Figure 1. Placement density heat map.
Scale bar: 20 um. The die is cut into 12 by 9 equal tiles; dark blue is low, red is high, 0 to 100% covered.
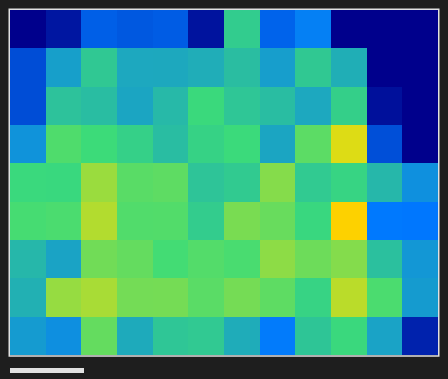
Figure 2. Drive-strength map.
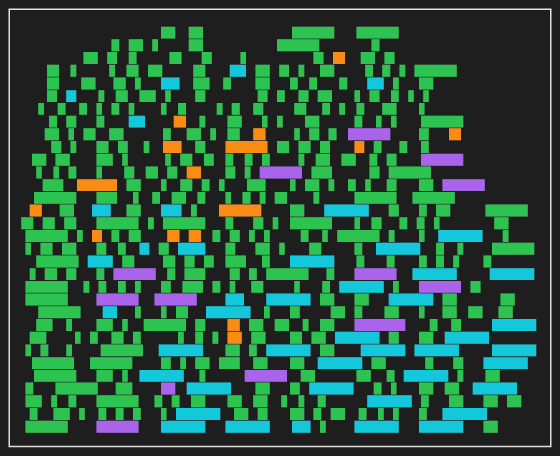
Figure 3. Routing congestion.
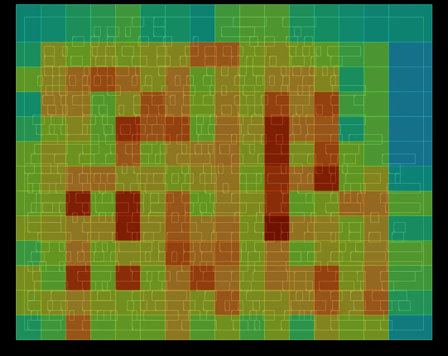
**config.mk**
```make
export PLATFORM = sky130hd
export DESIGN_NAME = ccff_loader
export DESIGN_NICKNAME = d
export VERILOG_FILES = /design/src/rtl/ccff_loader.sv
export SDC_FILE = /design/constraint.sdc
export NUM_CORES = 1
export LEC_CHECK = 0
export CELL_PAD_IN_SITES_DETAIL_PLACEMENT = 2
export CELL_PAD_IN_SITES_GLOBAL_PLACEMENT = 2
export CORE_ASPECT_RATIO = 0.8
export CORE_MARGIN = 2
export CORE_UTILIZATION = 40
export CTS_CLUSTER_SIZE = 10
export DETAILED_ROUTE_END_ITERATION = 7
export DONT_BUFFER_PORTS = 1
export GPL_ROUTABILITY_DRIVEN = 1
export PLACE_DENSITY = 0.83
export SLEW_MARGIN = 10
export SYNTH_ARGS = -nofsm -noshare
export SYNTH_HDL_FRONTEND = slang
export SYNTH_SLANG_ARGS = --single-unit
```
**constraint.sdc**
```tcl
create_clock -name prog_clk -period 4.76 [get_ports prog_clk]
set_clock_uncertainty 0.2 [all_clocks]
set_input_delay 1.428 -clock prog_clk [delete_from_list [all_inputs] [get_ports prog_clk]]
set_output_delay 1.428 -clock prog_clk [all_outputs]
set_load 0.03 [all_outputs]
```
**src/rtl/ccff_loader.sv**
```systemverilog
// ccff_loader
// Writes a byte-wide bitstream into the fabric configuration chain
// (ccff_head -> ccff_tail). It then recirculates the chain once so the
// configuration is kept. During that pass it compares a CRC-16-CCITT of the
// bits written with a CRC of the bits read back.
//
// Ports
//   prog_clk      : programming clock, all state on the rising edge
//   prog_reset_n  : asynchronous active-low reset
//   start         : begin a load (sampled only while idle)
//   s_data        : bitstream byte, bit 0 is shifted first
//   s_valid       : s_data valid
//   s_ready       : byte accepted this cycle when s_valid is also high
//   ccff_head     : serial data into the chain
//   ccff_shift_en : chain shifts on the next prog_clk edge when high
//   ccff_tail     : serial data out of the chain
//   busy          : high while loading or checking
//   done          : one-cycle pulse when the readback check ends
//   pass          : CRC match result, valid from done until the next start

module ccff_loader #(
  parameter int CHAIN_LEN = 1024,
  parameter int CNT_W     = $clog2(CHAIN_LEN + 1)
) (
  input  logic       prog_clk,
  input  logic       prog_reset_n,
  input  logic       start,
  input  logic [7:0] s_data,
  input  logic       s_valid,
  output logic       s_ready,
  output logic       ccff_head,
  output logic       ccff_shift_en,
  input  logic       ccff_tail,
  output logic       busy,
  output logic       done,
  output logic       pass
);

  typedef enum logic [1:0] {IDLE, LOAD, CHECK} state_t;

  state_t           state_q, state_d;
  logic [7:0]       shiftBuf_q, shiftBuf_d;
  logic [3:0]       bcnt_q, bcnt_d;
  logic [CNT_W-1:0] bitsIssued_q, bitsIssued_d;
  logic [15:0]      crcWr_q, crcWr_d;
  logic [15:0]      crcRd_q, crcRd_d;
  logic             shiftEn_q, shiftEn_d;
  logic             busy_q, busy_d;
  logic             done_q, done_d;
  logic             pass_q, pass_d;

  logic             shiftNow;
  logic             accept;
  logic [CNT_W-1:0] issuedNext;
  logic [CNT_W-1:0] remain;

  // One MSB-first step of CRC-16-CCITT (poly 0x1021)
  function automatic logic [15:0] crcStep(input logic [15:0] crc, input logic din);
    logic fb;
    fb = crc[15] ^ din;
    return {crc[14:0], 1'b0} ^ (fb ? 16'h1021 : 16'h0000);
  endfunction

  // bitsIssued counts shifted bits; issuedNext includes the shift happening now,
  // so the bcnt==1 overlap accepts the next byte without a bubble.
  assign shiftNow   = (bcnt_q != 4'd0);
  assign issuedNext = bitsIssued_q + CNT_W'(shiftNow);
  assign remain     = CNT_W'(CHAIN_LEN) - issuedNext;
  assign s_ready    = (state_q == LOAD) && (bcnt_q <= 4'd1) &&
                      (issuedNext < CNT_W'(CHAIN_LEN));
  assign accept     = s_ready && s_valid;

  always_comb begin
    state_d      = state_q;
    shiftBuf_d   = shiftBuf_q;
    bcnt_d       = bcnt_q;
    bitsIssued_d = bitsIssued_q;
    crcWr_d      = crcWr_q;
    crcRd_d      = crcRd_q;
    pass_d       = pass_q;
    done_d       = 1'b0;

    case (state_q)
      IDLE: begin
        if (start) begin
          state_d      = LOAD;
          shiftBuf_d   = 8'h00;
          bcnt_d       = 4'd0;
          bitsIssued_d = '0;
          crcWr_d      = 16'hFFFF;
          crcRd_d      = 16'hFFFF;
          pass_d       = 1'b0;
        end
      end

      LOAD: begin
        if (shiftNow) begin
          shiftBuf_d   = {1'b0, shiftBuf_q[7:1]};
          bcnt_d       = bcnt_q - 4'd1;
          bitsIssued_d = issuedNext;
          crcWr_d      = crcStep(crcWr_q, shiftBuf_q[0]);
        end
        // A final byte only loads as many bits as the chain still needs
        if (accept) begin
          shiftBuf_d = s_data;
          bcnt_d     = (32'(remain) >= 32'd8) ? 4'd8 : 4'(remain);
        end
        // The counter is reused to time the readback pass.
        // The buffer is cleared so ccff_head rests low.
        if (shiftNow && (issuedNext == CNT_W'(CHAIN_LEN))) begin
          state_d      = CHECK;
          bitsIssued_d = '0;
          shiftBuf_d   = 8'h00;
        end
      end

      CHECK: begin
        crcRd_d      = crcStep(crcRd_q, ccff_tail);
        bitsIssued_d = bitsIssued_q + CNT_W'(1);
        if (bitsIssued_q == CNT_W'(CHAIN_LEN - 1)) begin
          state_d      = IDLE;
          bitsIssued_d = '0;
          done_d       = 1'b1;
          pass_d       = (crcStep(crcRd_q, ccff_tail) == crcWr_q);
        end
      end

      default: state_d = IDLE;
    endcase

    // Enable is registered from next state so the clock gate sees a clean level
    shiftEn_d = ((state_d == LOAD) && (bcnt_d != 4'd0)) || (state_d == CHECK);
    busy_d    = (state_d != IDLE);
  end

  always_ff @(posedge prog_clk or negedge prog_reset_n) begin
    if (!prog_reset_n) begin
      state_q      <= IDLE;
      shiftBuf_q   <= 8'h00;
      bcnt_q       <= 4'd0;
      bitsIssued_q <= '0;
      crcWr_q      <= 16'hFFFF;
      crcRd_q      <= 16'hFFFF;
      shiftEn_q    <= 1'b0;
      busy_q       <= 1'b0;
      done_q       <= 1'b0;
      pass_q       <= 1'b0;
    end else begin
      state_q      <= state_d;
      shiftBuf_q   <= shiftBuf_d;
      bcnt_q       <= bcnt_d;
      bitsIssued_q <= bitsIssued_d;
      crcWr_q      <= crcWr_d;
      crcRd_q      <= crcRd_d;
      shiftEn_q    <= shiftEn_d;
      busy_q       <= busy_d;
      done_q       <= done_d;
      pass_q       <= pass_d;
    end
  end

  // While checking, the tail is fed straight back to the head to recirculate
  assign ccff_head     = (state_q == CHECK) ? ccff_tail : shiftBuf_q[0];
  assign ccff_shift_en = shiftEn_q;
  assign busy          = busy_q;
  assign done          = done_q;
  assign pass          = pass_q;

endmodule

```
==> flow_summary.toml <==
# yosys + openroad results
[routing]
drc_marker_count_from_the_first_detailed_route_iteration = 180
drt-pass1-iter-count = 4
top_signal_layer_used = "met4"
m1WireLength_um = 6310
final_routed_wirelength_um = 13030
ant_nets = 0
post_route_drc = 0
routed-wl-met3_um = 467

[clock_tree]
postCtsHoldBufs = 0
cts_post_setup_buffers_inserted = 0

[worst_hold_path]
hold_ep = "shiftBuf_q[3]$_DFFE_PN0P_"

[worst_setup_path]
critical_path.max_fanout = 11
reg2reg_from = "bcnt_q[0]$_DFF_PN0_"
kind_of_critical_path = "reg2out"

[cells_and_area]
n_all_inverters = 23
design.seq.count = 61
multi_input_comb_cells = 336
largest_registers = "crcRd_q (16), crcWr_q (16), bitsIssued_q (11)"
fillCellCount = 1035

[yosys]
synthesis.yosys.warnings = 0
yosys-mux-area-fraction_pct = 2.891
compound_share_synth_pct = 24.23
ys_seq_elements = 61
synth.avg_cell_area_sq_um = 8.887
enable_flop_cells = 0

[floorplan]
die-width_um = 115.5
die_area_sq_mm = 0.01077

[final_timing]
holdWs_ns = 0.2908
worst-slew-pin-transition_ns = 0.9057
setup_viol = 0
layout_min_cycle_time_ns = 4.541

[run_status]
run_status = "finished clean"

[place]
place_congestion = 0.8360
port_buffers = 0
dpl.hpwl_um = 8787

[power]
internal_portion_of_total_power_uw = 1230
irDropWorstVdd_uv = 228.9

[grt]
grt_use_met2_pct = 41.42
Notes on Figure 1 above:
- nearly empty tiles: 7.4%
- mean over tiles: 40%
- fullest tile: 76%
- tiles over 75% full: 0.90%
- emptiest ninth of the die: north-east

Notes on Figure 2 above:
- green: _0 and _1 cells (cells 370; share 83%)
- cyan: _2 cells (cells 45; share 10%)
- purple: _6 and larger (cells 13; share 2.9%)
- orange: _3 and _4 cells (cells 16; share 3.6%)
cell area after layout: 0.004464 sq mm
Layout area overhead: 12.13%
final worst setup slack: 0.2186 ns

Notes on Figure 3 above:
routed length per instance: 22.47 um
utilization after layout: 46.27%
met3 demand-to-capacity share in global routing: 4.990%

